[config.mk]
export PLATFORM = sky130hd
export DESIGN_NAME = mul_dispatcher
export DESIGN_NICKNAME = d
export VERILOG_FILES = /design/src/rtl/mul_dispatcher_pkg.sv /design/src/rtl/mul_op_fifo.sv /design/src/rtl/mul_dispatcher.sv
export SDC_FILE = /design/constraint.sdc
export NUM_CORES = 1
export LEC_CHECK = 0
export ABC_AREA = 1
export ABC_CLOCK_PERIOD_IN_PS = 1800
export CAP_MARGIN = 25
export CELL_PAD_IN_SITES_DETAIL_PLACEMENT = 2
export CELL_PAD_IN_SITES_GLOBAL_PLACEMENT = 2
export CORE_MARGIN = 10
export CORE_UTILIZATION = 29
export CTS_CLUSTER_DIAMETER = 200
export DETAILED_ROUTE_END_ITERATION = 8
export GPL_ROUTABILITY_DRIVEN = 0
export PLACE_DENSITY_LB_ADDON = 0.1
export SLEW_MARGIN = 25
export SYNTH_ARGS = -nofsm -noshare
export SYNTH_HDL_FRONTEND = slang
export SYNTH_SLANG_ARGS = --single-unit
[constraint.sdc]
create_clock -name clk -period 1.8 [get_ports clk]
set_clock_uncertainty 0.05 [all_clocks]
set_input_delay 0.36 -clock clk [delete_from_list [all_inputs] [get_ports clk]]
set_output_delay 0.36 -clock clk [all_outputs]
set_load 0.1 [all_outputs]
[src/rtl/mul_dispatcher_pkg.sv]
// mul_dispatcher_pkg: shared constants and FSM encoding for the multiplier dispatcher.
//   SIZE_MUL             default operand width (product is 2*SIZE_MUL)
//   DEPTH_DEFAULT        default operand FIFO depth
//   MUL_TIMEOUT_DEFAULT  default ISSUE timeout in cycles (used when MUL_TIMEOUT_EN is defined)
//   state_t              dispatcher FSM states
package mul_dispatcher_pkg;

   localparam int SIZE_MUL            = 32;
   localparam int DEPTH_DEFAULT       = 4;
   localparam int MUL_TIMEOUT_DEFAULT = 256;

   typedef enum logic [1:0] {
      ST_IDLE  = 2'd0,
      ST_ISSUE = 2'd1,
      ST_ACK   = 2'd2
   } state_t;

endpackage

[src/rtl/mul_op_fifo.sv]
// mul_op_fifo: DEPTH x WIDTH register FIFO holding packed operand pairs.
// Ports:
//   clk, reset   clock, asynchronous active-low reset
//   push, din    write request and data; ignored while full (even with a same-cycle pop)
//   pop, dout    read request and head-of-queue data (dout valid while !empty)
//   full, empty  occupancy flags
//   count        number of stored entries, $clog2(DEPTH)+1 bits
// DEPTH must be a power of two (>=2) so the pointers wrap by natural overflow.
module mul_op_fifo #(
   parameter int WIDTH = 64,
   parameter int DEPTH = 4
) (
   input  logic                     clk,
   input  logic                     reset,
   input  logic                     push,
   input  logic [WIDTH-1:0]         din,
   input  logic                     pop,
   output logic [WIDTH-1:0]         dout,
   output logic                     full,
   output logic                     empty,
   output logic [$clog2(DEPTH):0]   count
);

   localparam int AW = $clog2(DEPTH);
   localparam logic [AW:0] FULL_CNT = (AW+1)'(DEPTH);

   logic [WIDTH-1:0] mem [DEPTH];
   logic [AW-1:0]    wr_ptr;
   logic [AW-1:0]    rd_ptr;
   logic             do_push;
   logic             do_pop;

   assign full    = (count == FULL_CNT);
   assign empty   = (count == '0);
   assign do_push = push && !full;
   assign do_pop  = pop && !empty;
   assign dout    = mem[rd_ptr];

   always_ff @(posedge clk or negedge reset) begin
      if (!reset) begin
         wr_ptr <= '0;
         rd_ptr <= '0;
         count  <= '0;
         for (int i = 0; i < DEPTH; i++) begin
            mem[i] <= '0;
         end
      end else begin
         if (do_push) begin
            mem[wr_ptr] <= din;
            wr_ptr      <= wr_ptr + 1'b1;
         end
         if (do_pop) begin
            rd_ptr <= rd_ptr + 1'b1;
         end
         case ({do_push, do_pop})
            2'b10:   count <= count + 1'b1;
            2'b01:   count <= count - 1'b1;
            default: count <= count;
         endcase
      end
   end

endmodule

[src/rtl/mul_dispatcher.sv]
// mul_dispatcher: feeds operand pairs to the shift-add multiplier core one at a time
// and holds each product for a valid/ready consumer.
// Ports:
//   clk, reset                   clock, asynchronous active-low reset
//   in_valid/in_ready/in_a/in_b  operand producer (in_ready = FIFO not full)
//   mul_a/mul_b                  operands to the core, stable from ISSUE until the next pop
//   mul_valid_data/mul_ack       request and product-accepted acknowledge to the core
//   mul_prod/mul_done/mul_ret_ack core product, Done_Flag and return-acknowledge
//   res_valid/res_ready/res_prod product consumer
//   busy                         FSM not idle or FIFO non-empty
//   err                          sticky ISSUE timeout flag (only with MUL_TIMEOUT_EN)
// Build option: define MUL_TIMEOUT_EN to add the ISSUE timeout counter and the err port.
//
// state | meaning
// ------+--------------------------------------------------------------
// IDLE  | waiting for an operand pair; pops the FIFO head into mul_a/mul_b
// ISSUE | mul_valid_data high; waiting for mul_done and a free result slot
// ACK   | mul_ack high; waiting for mul_ret_ack from the core
module mul_dispatcher
   import mul_dispatcher_pkg::*;
#(
   parameter int SIZE  = SIZE_MUL,
   parameter int DEPTH = DEPTH_DEFAULT
`ifdef MUL_TIMEOUT_EN
   ,
   parameter int TIMEOUT = MUL_TIMEOUT_DEFAULT
`endif
) (
   input  logic              clk,
   input  logic              reset,
   input  logic              in_valid,
   output logic              in_ready,
   input  logic [SIZE-1:0]   in_a,
   input  logic [SIZE-1:0]   in_b,
   output logic [SIZE-1:0]   mul_a,
   output logic [SIZE-1:0]   mul_b,
   output logic              mul_valid_data,
   output logic              mul_ack,
   input  logic [2*SIZE-1:0] mul_prod,
   input  logic              mul_done,
   input  logic              mul_ret_ack,
   output logic              res_valid,
   input  logic              res_ready,
   output logic [2*SIZE-1:0] res_prod,
   output logic              busy
`ifdef MUL_TIMEOUT_EN
   ,
   output logic              err
`endif
);

   state_t                  state_q;
   state_t                  state_d;
   logic                    fifo_full;
   logic                    fifo_empty;
   logic [$clog2(DEPTH):0]  fifo_count;
   logic [2*SIZE-1:0]       fifo_head;
   logic                    pop;
   logic                    capture;
   logic                    slot_free;

   assign in_ready = !fifo_full;

   mul_op_fifo #(
      .WIDTH (2*SIZE),
      .DEPTH (DEPTH)
   ) u_fifo (
      .clk   (clk),
      .reset (reset),
      .push  (in_valid && in_ready),
      .din   ({in_a, in_b}),
      .pop   (pop),
      .dout  (fifo_head),
      .full  (fifo_full),
      .empty (fifo_empty),
      .count (fifo_count)
   );

   // A held product frees its slot in the same cycle the consumer takes it,
   // so a waiting done can refill without a bubble.
   assign slot_free = !res_valid || res_ready;

`ifdef MUL_TIMEOUT_EN
   localparam int TW = (TIMEOUT > 2) ? $clog2(TIMEOUT) : 1;
   localparam logic [TW-1:0] TMO_LOAD = TW'(TIMEOUT - 1);

   logic [TW-1:0] tmo_cnt;
   logic          drop;

   // Down-counter loaded on entry to ISSUE; terminal count 0 marks the
   // TIMEOUT-th cycle spent waiting for mul_done.
   always_ff @(posedge clk or negedge reset) begin
      if (!reset) begin
         tmo_cnt <= '0;
         err     <= 1'b0;
      end else begin
         if (pop) begin
            tmo_cnt <= TMO_LOAD;
         end else if (state_q == ST_ISSUE && tmo_cnt != '0) begin
            tmo_cnt <= tmo_cnt - 1'b1;
         end
         if (drop) begin
            err <= 1'b1;
         end
      end
   end
`endif

   always_ff @(posedge clk or negedge reset) begin
      if (!reset) begin
         state_q <= ST_IDLE;
      end else begin
         state_q <= state_d;
      end
   end

   always_comb begin
      state_d = state_q;
      pop     = 1'b0;
      capture = 1'b0;
`ifdef MUL_TIMEOUT_EN
      drop    = 1'b0;
`endif
      case (state_q)
         ST_IDLE: begin
            if (!fifo_empty) begin
               pop     = 1'b1;
               state_d = ST_ISSUE;
            end
         end
         ST_ISSUE: begin
            // With the slot occupied the core keeps Done_Flag high, so we just wait.
            if (mul_done && slot_free) begin
               capture = 1'b1;
               state_d = ST_ACK;
            end
`ifdef MUL_TIMEOUT_EN
            else if (!mul_done && tmo_cnt == '0) begin
               drop    = 1'b1;
               state_d = ST_ACK;
            end
`endif
         end
         ST_ACK: begin
            if (mul_ret_ack) begin
               state_d = ST_IDLE;
            end
         end
         default: state_d = ST_IDLE;
      endcase
   end

   assign mul_valid_data = (state_q == ST_ISSUE);
   assign mul_ack        = (state_q == ST_ACK);
   assign busy           = (state_q != ST_IDLE) || (fifo_count != '0);

   always_ff @(posedge clk or negedge reset) begin
      if (!reset) begin
         mul_a <= '0;
         mul_b <= '0;
      end else if (pop) begin
         mul_a <= fifo_head[2*SIZE-1:SIZE];
         mul_b <= fifo_head[SIZE-1:0];
      end
   end

   // Refill wins over consume when both happen in the same cycle.
   always_ff @(posedge clk or negedge reset) begin
      if (!reset) begin
         res_valid <= 1'b0;
         res_prod  <= '0;
      end else if (capture) begin
         res_valid <= 1'b1;
         res_prod  <= mul_prod;
      end else if (res_valid && res_ready) begin
         res_valid <= 1'b0;
      end
   end

endmodule

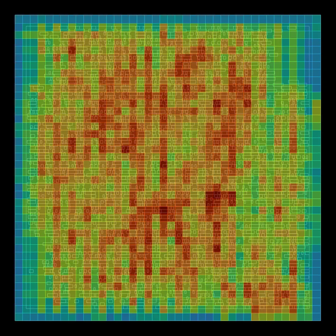
(track usage over the die)
GRT busiest layer: met2
post-DR wirelength/cell: 25.1 um

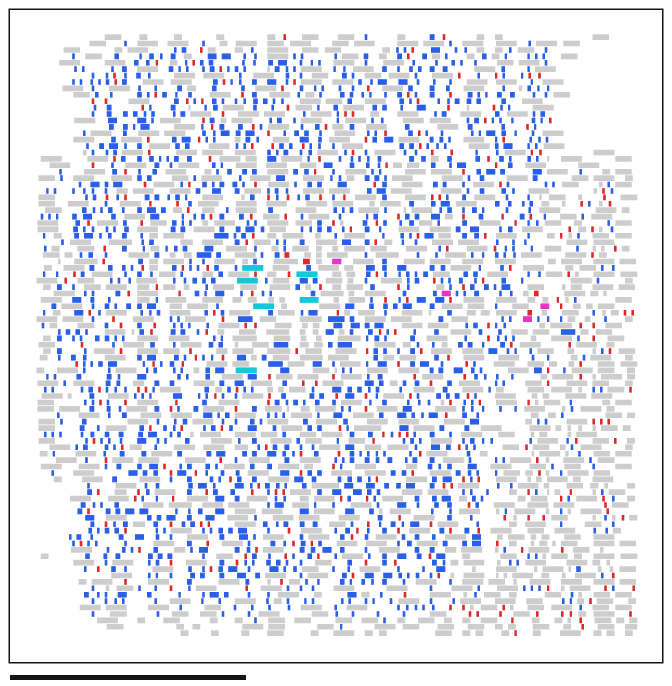
(logic cells by family)
The bar under the picture is 100 um long.
- nor cells: magenta (cells 4; where east)
- nand cells: blue (cells 1499; where all over the die)
- fa/ha/maj cells: cyan (cells 6)
- inv cells: red (cells 332; where all over the die)

==> impl_metrics.json <==
{
  "outcome": "finished with violations",
  "violations": "negative setup slack",
  "synth.net_count": 2623,
  "gr-total-overflow": 0,
  "postRouteWirelength_um": 93400,
  "post-route-drc-count": 0,
  "worst_setup_path_startpoint": "u_fifo.count[0]$_DFFE_PN0P_",
  "layout_worst_path_cycle_share_pct": 117,
  "dpl_worst_slack_ps": -31.9,
  "synth_largest_type_area_fraction_pct": 51.6,
  "leading_cell_type_in_the_layout_fill_and_taps_excluded": "sky130_fd_sc_hd__nand2_1",
  "cp_slowest_cell": "sky130_fd_sc_hd__dfrtp_1",
  "cts_root_buffer": "sky130_fd_sc_hd__clkbuf_16",
  "die-area_mm2": 0.0766,
  "power_leader": "combinational cells",
  "firstDrtPassIters": 7,
  "syn_area_per_cell_um2": 7.70,
  "timing.fmax_ghz": 0.476,
  "ys_chip_area_mm2": 0.0191,
  "final_layout_top_logic_cells": "774 x sky130_fd_sc_hd__nand2_1, 390 x sky130_fd_sc_hd__dfrtp_1, 326 x sky130_fd_sc_hd__inv_1",
  "placeableCoreArea_mm2": 0.0655,
  "report.final.setup_viol": 263,
  "metal2_wl_um": 47600,
  "postSynth.topFlopCell": "sky130_fd_sc_hd__dfrtp_1",
  "met2_usage_pct": 35.6,
  "global_route_total_usage_across_every_layer_pct": 20.0,
  "path_max_fanout": 8,
  "rr_startpoint": "u_fifo.count[0]$_DFFE_PN0P_",
  "pin_count": 267,
  "cp_top_family": "buffers and inverters",
  "final_hold_viol_count": 0,
  "die_height_um": 277,
  "final_worst_setup_slack_ps": -300,
  "proportion_of_total_power_due_to_net_switching_pct": 50.6,
  "warning_count": 35,
  "grt_util_met3_pct": 3.18,
  "critical_path.startpoint_type": "flip-flop",
  "clk_transition_reported_paths_ps": 60,
  "global_route.usage.met1_pct": 25.3,
  "crit_cells": 12,
  "level_count_of_the_clock_h_tree": 2,
  "final_net_count": 2956,
  "critical_path.cell_chain": "nor2_4 -> buf_6 -> nand2_8 -> buf_16 -> buf_6 -> buf_12 -> buf_12 -> nand3_4 -> buf_12 -> clkbuf_16 -> nand2_2 -> nand2_1",
  "cp.buffers_inverters": 7,
  "fillers": 6873,
  "num_antenna_cells": 2,
  "nonClockBufferCount": 459
}
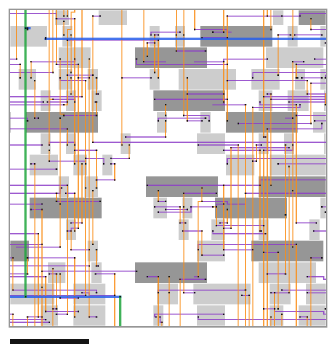
(zoomed window)
The bar under the picture is 10 um long. Region (188, 49) to (228, 89) um. Cells in gray, sequential cells in the stronger gray; small squares are vias.
- metal 1: purple
- metal 2: orange
- metal 4: green
- metal 3: blue
- sequential cells in the window: 11
- cells with their middle in the window: 73
- netlist names of flops here include: `res_prod` (7), `mul_b` (2), `u_fifo.mem` (2)
- most frequent: nand2_1 (16), inv_1 (11), dfrtp_1 (11)

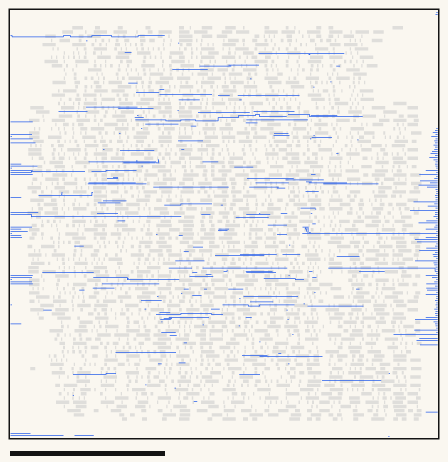
(metal 3)
The bar under the picture is 100 um long. Cells faint in the background.
- longest straight run: 96.8 um
- main direction: horizontal
- nets with wire on the layer: 211
- share of all routed wire: 3.7%

[flip-flops by register name, summed over array words and instances, names as in the netlist]
signal / count
mul_a: 32
mul_b: 32
res_prod: 64
res_valid: 1
state_q: 2
u_fifo.count: 3
u_fifo.mem: 256
u_fifo.rd_ptr: 2
u_fifo.wr_ptr: 2
[cell families after synthesis]
family                     synth area share [%]
and+or+nand+nor                            34.1
buffers and inverters                      11.8
DFF                                        51.6
AOI/OAI and AO/OA                          1.86
adders and majority gates                 0.432
xor gates and xnor gates                  0.229
[timing repair]
item | in CTS | in global routing
resized | 24 | 543
setup buffers | 11 | 42
hold endpoints to repair | 322 | 0
hold buffers | 1 | 0
pin swaps | 7 | 32
cloned | 2 | 69
setup endpoints to repair | 5 | 294
